**PDN straps and rails**

The bar under the picture is 50 um long. Pins as bars on the die edge.
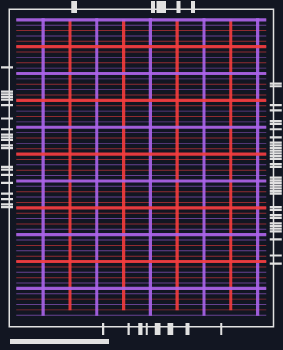
**Placement by cell class**

Fill, decap, tap and diode cells in gray.
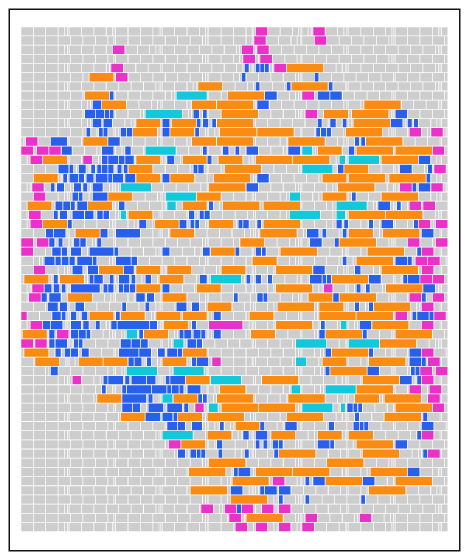
**Clock distribution**

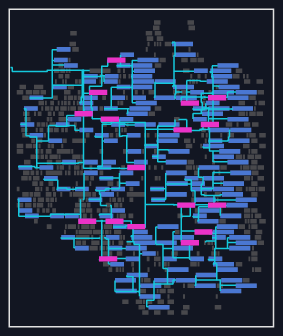
**Wiring by layer**

The bar under the picture is 50 um long. Two of the layers only.
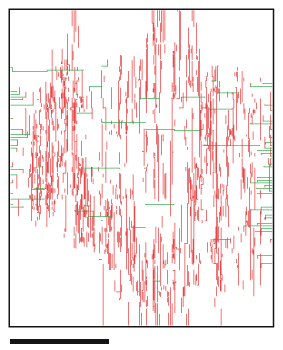
**Clock routing**

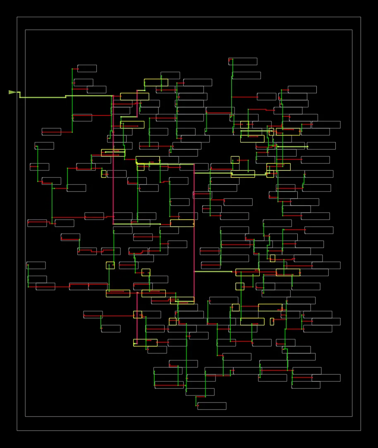
==> config.mk <==
export PLATFORM = sky130hd
export DESIGN_NAME = instr_fetch
export DESIGN_NICKNAME = d
export VERILOG_FILES = /design/src/rtl/instr_fetch_pkg.sv /design/src/rtl/fetch_queue.sv /design/src/rtl/instr_fetch.sv
export SDC_FILE = /design/constraint.sdc
export NUM_CORES = 1
export LEC_CHECK = 0
export CAP_MARGIN = 10
export CORE_AREA = 3 3 130 157
export CTS_CLUSTER_SIZE = 20
export DETAILED_ROUTE_END_ITERATION = 6
export DIE_AREA = 0 0 133 160
export PLACE_DENSITY = 0.64
export SLEW_MARGIN = 0
export SYNTH_ARGS = -nofsm -noshare
export SYNTH_HDL_FRONTEND = slang
export SYNTH_SLANG_ARGS = --single-unit
==> constraint.sdc <==
create_clock -name clkb -period 5.6 [get_ports clkb]
set_input_delay 1.12 -clock clkb [delete_from_list [all_inputs] [get_ports clkb]]
set_output_delay 1.12 -clock clkb [all_outputs]
set_load 0.02 [all_outputs]
==> GITHUB_STEP_SUMMARY <==
## Implementation flow summary

| Metric | Value |
|---|---|
| CTS Buf Count | 17 |
| Combinational share of cell area | a little over a quarter |
| Post-CTS Setup Inserts | 0 |
| P_leak | 2.86 nW |
| Distinct lib cells | between 40 and 50 |
| P_seq | 1.33 mW |
| Busiest grt layer | met2 |
| Area post-placement | 0.00762 sq mm |
| Post-synth top area cell | edfxtp_1 |
| Synth warnings | 0 |
| Hold Buf Count CTS | 0 |
| Filler cells | ~1800 |
| PostCTS Resize Cnt | 0 |
| Run status | complete, no violations |
| Clk pwr share | between 40 and 50% |
| Layout area overhead | 24.8% |
| Drt pass-1 iters | 4 |
| Slew HR | between 20 and 30% |
| XOR Share, Synth | ~2.9% |
| Logic area | around 0.0022 sq mm |
| Leading cell kind | sequential cells |
| Max Clock Freq | 0.253 GHz |
| Ports | 84 |
| Fa+ha+maj area frac | 1.83% |
| Met3 usage | 3.40% |
| Cell Int Power | 1.98 mW |
| Most used cell, CP | ha_1 |
| WL met2 | 6330 um |
| DR WL met3 | 556 um |
| DR iter-0 viols | 181 |
| DP Cell Count | 874 |
| Clock root buffer master | clkbuf_16 |
| # H-tree levels | 4 |
| GRT overflow | 0 |
| R2R Setup Slk | 1.94 ns |
| Top Metal Used | met4 |
| Share of cells above drive strength 1 | 8.45% |
| Total number of vias | ~4200 |
| Worst Setup Start Kind | input port |
| Final worst-path cycle share | between 70% and 80% |
| CP Depth | 11 |
| Vias in the first global route | 4255 |
| Worst slack, placed | 1.22 ns |
| Synthesized area | about 0.0066 sq mm |
| Register area | approximately 0.0042 sq mm |
| Tap Cells | about 260 |
| Final non-clock buffer share | a little over a tenth |
| Simple-Gate Area Share | 14.6% |
| Post-Synthesis Cells | approximately 560 |
| Clk sink count | approximately 170 |
| GP Congestion | between 0.7 and 0.8 |
| Initial core utilization | a little over a third |
| Yosys chip area | 0.00657 sq mm |
| Layout clock area frac | approximately 6.8% |
| Top Layout Cells | edfxtp_1, clkdlybuf4s50_1, dfxtp_1 |
| WP data arrival | between 4 and 5 ns |
| DRC | 0 |
| Non-Clock Inverter Count | 12 |
| R2R cell count | 12 |
| Met1 usage | 15.4% |
| Worst hold path type | reg -> reg |
| Number of enable flip-flop cells | 84 |
| CP max-delay cell | a221o_1 |
| Via density | 4.59 |
| Port bufs | approximately 83 |
| CTS max path bufs | 2 |
| Largest type area fraction | a little under two fifths |
| Chip area | ~0.021 sq mm |
| Crit path time final | 3.96 ns |
| Hold Path Depth | 2 |
| Min Hold Slack | about 0.43 ns |
| Post-synth top cells | edfxtp_1, dfxtp_1, nand2_1 |
| Slew @ Worst Pin | 1.06 ns |
| Logic family by area | simple AND/OR/NAND/NOR gates |
| Most numerous cell in the Yosys netlist | edfxtp_1 |
| Aoi share | under 10% |
| Fin. max-slew vios | 0 |
| Sw Pwr | 571 uW |
| Top cells by area | edfxtp_1, dfxtp_1, mux2i_1, nand2_1, nor2_1 |
| Crit-path max FO | 19 |
| Post-synth ARST share | 0% |
| Final setup fails | 0 |
| Nets at Floorplan | around 600 |
| Comb power frac | 5.7% |
| Switching fraction of total power | between 20 and 25% |
| CP Class | in -> reg |
| Multi-Input Combinational | 352 |
| CP peak stage delay | approximately 0.80 ns |
| Seq/total area | about 50% |
| Sequential power share | between 50% and 60% |
| Mux cell area share after synthesis | 7.82% |
| Ant diodes | 0 |
| Non-clock buffer count | just under 90 |
| Pwr dens | between 300 and 400 mW/mm^2 |
| Antenna Violating Nets Remaining | 0 |
| Setup WS post-layout | ~1.6 ns |
| Setup crit end kind | register |
| Post-synthesis sequential area ratio | between 60% and 70% |
| Logic power comb | roughly 150 uW |
| Hold Fails Final Rpt | 0 |
| Grt met2 use | between 20% and 30% |
| CTS clk-pin slew, worst paths | approximately 0.060 ns |
| CP top delay family | AND-OR/OR-AND gates |
| # Cells Yosys | 561 |
| WP data required | ~6 ns |
| Largest net degree at the start of global routing | between 60 and 70 |
| Initial antenna violation count | 0 |
| Maxcap violations | 0 |
| Commonest Layout Cell | edfxtp_1 |
| Average size of a mapped cell | 11.7 sq um |
| Post-Route M1 WL | about 5500 um |
| Clkbuf count | 18 |
| Buffers & Inverters on Critical Path | 2 |
| Tot Pwr | ~2.6 mW |
| Flops after synth | 166 |
| Largest register FFs | ~84 |
| Final net count | ~680 |
| Critical-path cell list | clkdlybuf4s50_1, nor2b_1, ha_1, ha_1, inv_1, fa_1, xnor2_2, a221o_1, nand2_1, xor2_1, a211oi_1 |
| CTS tree | built |
| RSZ-0062 raised after global routing | false |
| Most used DFF post-synth | edfxtp_1 |
| First-pass GRT wire length | 21300 um |
| Pwr top | sequential cells |
| Number of warnings in the stage logs | 26 |
About 'PDN straps and rails':
Red shows VDD. Purple shows VSS.
56 met1 rails follow the rows. 9 straps on met4. 11 straps on met5. The core has 55 rows. 84 signal pins sit on the boundary.
Die Ht: 160 um
Die Wd: 133 um
Core Box Area: 0.0189 sq mm
Peak supply drop: 183 uV

About 'placement by cell class':
Magenta shows remaining buffers and delay cells, cells 89. Cyan shows clock drivers and dummy loads, cells 32. Blue shows remaining logic cells, cells 364. Orange shows sequential cells, cells 166.
row count: 55
post-route cell area: 0.00820 sq mm
Finished Core Util: 43.3%

About 'clock distribution':
Magenta shows clock-net drivers, count 17. Cyan shows clock wires, length 1830 um. Blue shows flip-flops, count 166.
There are 18 routed clock nets.
Late-Pin Clk Latency: 0.42 ns
Fin Clk Skew: 0.0117 ns

About 'wiring by layer':
Green shows M3, wire length 556 um. Red shows M2, wire length 6330 um.
DR WL/cell: 13.9 um
final wirelength: 12600 um
overall routing resource usage: 12.3%

About 'clock routing':
clk pwr: 1.08 mW
FFs & Latches: 166

Power is estimated from default activity; no workload was simulated.
